==> src/rtl/serial_sub_pkg.sv <==
// Shared types and sizing helper for the digit-serial subtractor.
package serial_sub_pkg;

  typedef enum logic [1:0] {IDLE, RUN, DONE} state_t;

  typedef struct packed {
    int ndig;
    int idx_w;
  } dig_cfg_t;

  // Digit count and digit-index width; the index is kept at least 1 bit wide.
  function automatic dig_cfg_t digit_cfg(input int width, input int digit);
    dig_cfg_t c;
    c.ndig  = width / digit;
    c.idx_w = (c.ndig > 1) ? $clog2(c.ndig) : 1;
    return c;
  endfunction

endpackage

==> src/rtl/serial_sub_digit.sv <==
// Combinational DIGIT-bit ripple subtractor: d = x - y - bi, bo = borrow out.
module sub_digit #(
  parameter int DIGIT = 4
) (
  input  logic [DIGIT-1:0] x,
  input  logic [DIGIT-1:0] y,
  input  logic             bi,
  output logic [DIGIT-1:0] d,
  output logic             bo
);

  logic [DIGIT:0] br;

  always_comb begin
    br    = '0;
    d     = '0;
    br[0] = bi;
    for (int i = 0; i < DIGIT; i++) begin
      d[i]    = x[i] ^ y[i] ^ br[i];
      br[i+1] = (~x[i] & y[i]) | (~(x[i] ^ y[i]) & br[i]);
    end
    bo = br[DIGIT];
  end

endmodule

==> src/rtl/serial_sub.sv <==
// Digit-serial subtractor a - b - bin, LSB digit first, valid/ready on both sides.
// Optional zero/overflow status flags are built when SERIAL_SUB_FLAGS_EN is defined.
module serial_sub
  import serial_sub_pkg::*;
#(
  parameter int WIDTH = 16,
  parameter int DIGIT = 4
) (
  input  logic             clk,
  input  logic             rst_n,
  input  logic             in_valid,
  output logic             in_ready,
  input  logic [WIDTH-1:0] a,
  input  logic [WIDTH-1:0] b,
  input  logic             bin,
  output logic             out_valid,
  input  logic             out_ready,
  output logic [WIDTH-1:0] difference,
  output logic             borrow
`ifdef SERIAL_SUB_FLAGS_EN
  ,
  output logic             zero,
  output logic             overflow
`endif
);

  localparam dig_cfg_t CFG = digit_cfg(WIDTH, DIGIT);
  localparam int NDIG = CFG.ndig;
  localparam int IW   = CFG.idx_w;
  localparam logic [IW-1:0] LAST = IW'(NDIG - 1);

  state_t           state, state_nx;
  logic [WIDTH-1:0] a_q, b_q, diff_q, diff_nx;
  logic             bin_q, brw_q;
  logic [IW-1:0]    idx;
  logic [DIGIT-1:0] x, y, d;
  logic             bi, bo;

  assign x  = a_q[int'(idx)*DIGIT +: DIGIT];
  assign y  = b_q[int'(idx)*DIGIT +: DIGIT];
  assign bi = (idx == '0) ? bin_q : brw_q;

  sub_digit #(.DIGIT(DIGIT)) u_digit (
    .x (x),
    .y (y),
    .bi(bi),
    .d (d),
    .bo(bo)
  );

  always_comb begin
    diff_nx = diff_q;
    diff_nx[int'(idx)*DIGIT +: DIGIT] = d;
  end

  // Handshake outputs depend on state only, never on in_valid/out_ready.
  always_comb begin
    state_nx  = state;
    in_ready  = 1'b0;
    out_valid = 1'b0;
    case (state)
      IDLE: begin
        in_ready = 1'b1;
        if (in_valid) state_nx = RUN;
      end
      RUN:  if (idx == LAST) state_nx = DONE;
      DONE: begin
        out_valid = 1'b1;
        if (out_ready) state_nx = IDLE;
      end
      default: state_nx = IDLE;
    endcase
  end

  always_ff @(posedge clk) begin
    if (!rst_n) begin
      state  <= IDLE;
      idx    <= '0;
      brw_q  <= 1'b0;
      diff_q <= '0;
    end else begin
      state <= state_nx;
      case (state)
        IDLE: if (in_valid) begin
          a_q   <= a;
          b_q   <= b;
          bin_q <= bin;
          idx   <= '0;
        end
        RUN: begin
          diff_q <= diff_nx;
          brw_q  <= bo;
          idx    <= idx + 1'b1;
        end
        default: ;
      endcase
    end
  end

`ifdef SERIAL_SUB_FLAGS_EN
  // Flags are taken from the completed difference as it enters DONE.
  always_ff @(posedge clk) begin
    if (!rst_n) begin
      zero     <= 1'b0;
      overflow <= 1'b0;
    end else if (state == RUN && idx == LAST) begin
      zero     <= (diff_nx == '0);
      overflow <= (a_q[WIDTH-1] != b_q[WIDTH-1]) && (diff_nx[WIDTH-1] != a_q[WIDTH-1]);
    end
  end
`endif

  assign difference = diff_q;
  assign borrow     = brw_q;

endmodule

==> config.mk <==
export PLATFORM = sky130hd
export DESIGN_NAME = serial_sub
export DESIGN_NICKNAME = d
export VERILOG_FILES = /design/src/rtl/serial_sub_pkg.sv /design/src/rtl/serial_sub_digit.sv /design/src/rtl/serial_sub.sv
export SDC_FILE = /design/constraint.sdc
export NUM_CORES = 1
export LEC_CHECK = 0
export CORE_UTILIZATION = 35
export CTS_CLUSTER_DIAMETER = 50
export DETAILED_ROUTE_END_ITERATION = 10
export HOLD_SLACK_MARGIN = 0.06
export PLACE_DENSITY_LB_ADDON = 0.3
export SLEW_MARGIN = 20
export SYNTH_ARGS = -nofsm -noshare
export SYNTH_HDL_FRONTEND = slang
export SYNTH_SLANG_ARGS = --single-unit
==> constraint.sdc <==
create_clock -name clk -period 3.6 [get_ports clk]
set_input_delay 0.36 -clock clk [delete_from_list [all_inputs] [get_ports clk]]
set_output_delay 0.36 -clock clk [all_outputs]
set_load 0.01 [all_outputs]
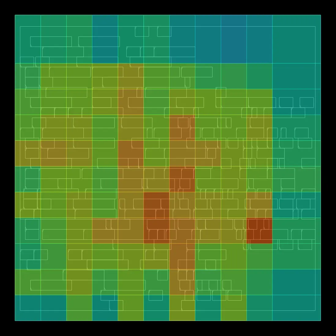
(images/congestion_map.png)
routing usage on met1: 0.178
GRT Util Overall: 0.137
routing usage on met2: 0.218

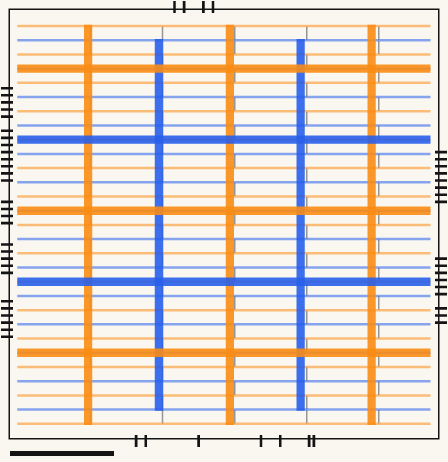
(images/floorplan.png)
Bar = 20 um. Pins as bars on the die edge. Tap cells in grey.
Key: orange = VSS; blue = VDD
5 straps on met5. 75 tap cells. The core has 28 rows. 5 straps on met4. 56 signal pins sit on the boundary.

==> run summary <==
Flow results follow.

The area of the mapped netlist is 2240 um^2. The detailed-route via count is 1431. The flow ran to the end, and the final reports show no timing, DRC or antenna violations. The source of the worst hold timing path is difference[1]. The synthesis report lists the Yosys warning total as 0.

The count of instances resized after the clock tree is built is 0. The layout-stage area growth over the synthesis result is 34.8%. The largest combinational cell category by area is simple AND/OR/NAND/NOR gates. The detailed placer's ending HPWL is 3060 um.

The post-synthesis simple-gate area fraction is 0.124. The share of the Yosys chip area taken by registers is 0.631. The worst setup path is launched from a register. In this run, the number of DRC markers left after iteration 0 of detailed routing was 70.

The leakage power summed over all cells is 1.03 nW. The arrival time of data at the worst endpoint is listed as 3.36 ns. The depth of the CTS H-tree is 2. The worst register-to-register path has a setup slack of 0.48 ns.

The worst register-to-register path begins at idx[0]. Per the post-synthesis report, the nets total 203. The worst ir drop on vdd is 0.000235 V. The storage element area is 1410 um^2.
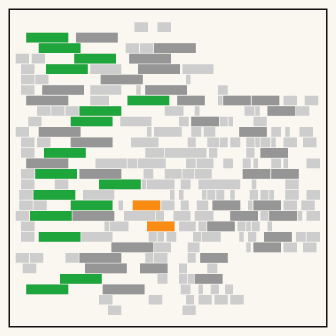
(images/ff_map.png)
Key: orange = idx [flops 2]; green = b_q [flops 16]
Another 36 sequential cells are not coloured.

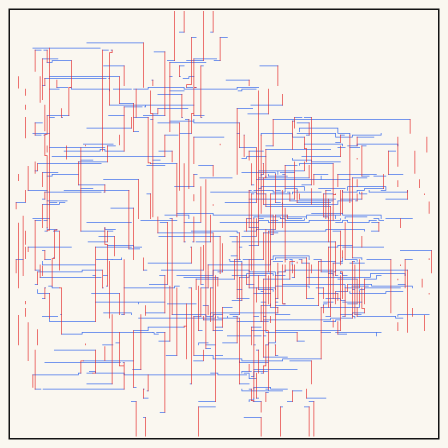
(images/layers.png)
Only two layers are drawn.
Key: red = M2 [wire length 1840 um]; blue = M1 [wire length 1950 um]

final cells by class:
class                      instances  area share
clock buffer                       5      0.0228
tap                               75      0.0311
multi-input combinational         88       0.253
inverter                           7     0.00871
timing repair buffer              60       0.195
clock inverter                     3      0.0212
sequential                        54       0.468
cell usage in the layout, fill, tap and decap left out:
cell type        netlist  routed
clkdlybuf4s50_1        0      55
edfxtp_1              33      33
dfxtp_1               21      21
nand2_1               19      19
mux4_2                 8       8
o22ai_1                8       8
a21boi_0               8       8
inv_1                  7       7
nor2b_1                7       7
nand4_1                6       6
ha_1                   5       5
clkbuf_8               0       5
buf_4                  1       5
nand2b_1               4       4
fa_1                   4       4
nand4b_1               3       3
mux2i_1                2       2
and3b_1                2       2
nand3b_1               2       2
a21oi_1                2       2
bufinv_16              0       2
nor2_1                 2       1
nor2_2                 0       1
o21a_1                 1       1
or4b_4                 1       1
o21bai_1               1       1
a22oi_1                1       1
nor3b_2                1       1
and2_1                 1       1
clkinv_1               0       1
how the worst max path moves through the flow:
stage,startpoint,to,slack (ns),depth (start not counted)
global placement,idx[0],difference[7],0.54,8
CTS,idx[0],difference[11],0.46,8
floorplan,idx[0],difference[11],0.25,10
global route,idx[1],difference[7],0.26,10
detailed placement,idx[0],difference[11],0.49,8
finish,idx[0],difference[7],0.48,8
stage by stage:
| stage | total power, W | hold WS (ns) | util | worst slack [ns] |
|---|---|---|---|---|
| 3_5_place_dp | 0.000872 | 0.457 | 0.479 | 0.488 |
| 3_3_place_gp | 0.000869 | 0.447 | 0.479 | 0.537 |
| 2_1_floorplan | 0.000790 | 0.459 | - | 0.252 |
| 5_1_grt | 0.00137 | 0.492 | 0.501 | 0.255 |
| 6_report | 0.00132 | 0.468 | 0.501 | 0.477 |
| 4_1_cts | 0.00133 | 0.469 | 0.501 | 0.457 |
synth_stat cells:
library cell  instances
and3b_1               2
buf_4                 1
a22oi_1               1
dfxtp_1              21
mux2i_1               2
nor3b_2               1
inv_1                 7
o21a_1                1
and2_1                1
nand2_1              19
nand4_1               6
nor2_1                2
nor2b_1               7
ha_1                  5
fa_1                  4
buf_2                 3
nand4b_1              3
edfxtp_1             33
nand3b_1              2
o22ai_1               8
o21bai_1              1
clkbuf_1              4
a21boi_0              8
nand2b_1              4
or4b_4                1
a21oi_1               2
mux4_2                8
worst max-delay path: cells and delay by family, from the launching register on:
kind	cells	cell delay (ns)
adder cells (fa/ha/maj)	4	1.64
AND/OR/NAND/NOR	1	0.18
multiplexers	1	0.55
buffers and inverters	1	0.07
flip-flops	1	0.44
AND-OR/OR-AND	1	0.18
kinds of logic (layout without fill, tap and decap cells):
logic type / count (synthesis) / in the layout
compound gates: 21 / 21
buf+inv: 15 / 75
flops: 54 / 54
fa+ha+maj: 9 / 9
mux: 10 / 10
simple gates: 48 / 48
power groups by stage:
stage          Clock [W]  Combinational (W)  Sequential (W)
2_1_floorplan          0          0.0000861        0.000704
3_3_place_gp           0           0.000163        0.000706
3_5_place_dp           0           0.000165        0.000707
4_1_cts         0.000477           0.000165        0.000693
5_1_grt         0.000500           0.000179        0.000695
6_report        0.000470           0.000163        0.000692
Power and IR drop assume default switching activity.
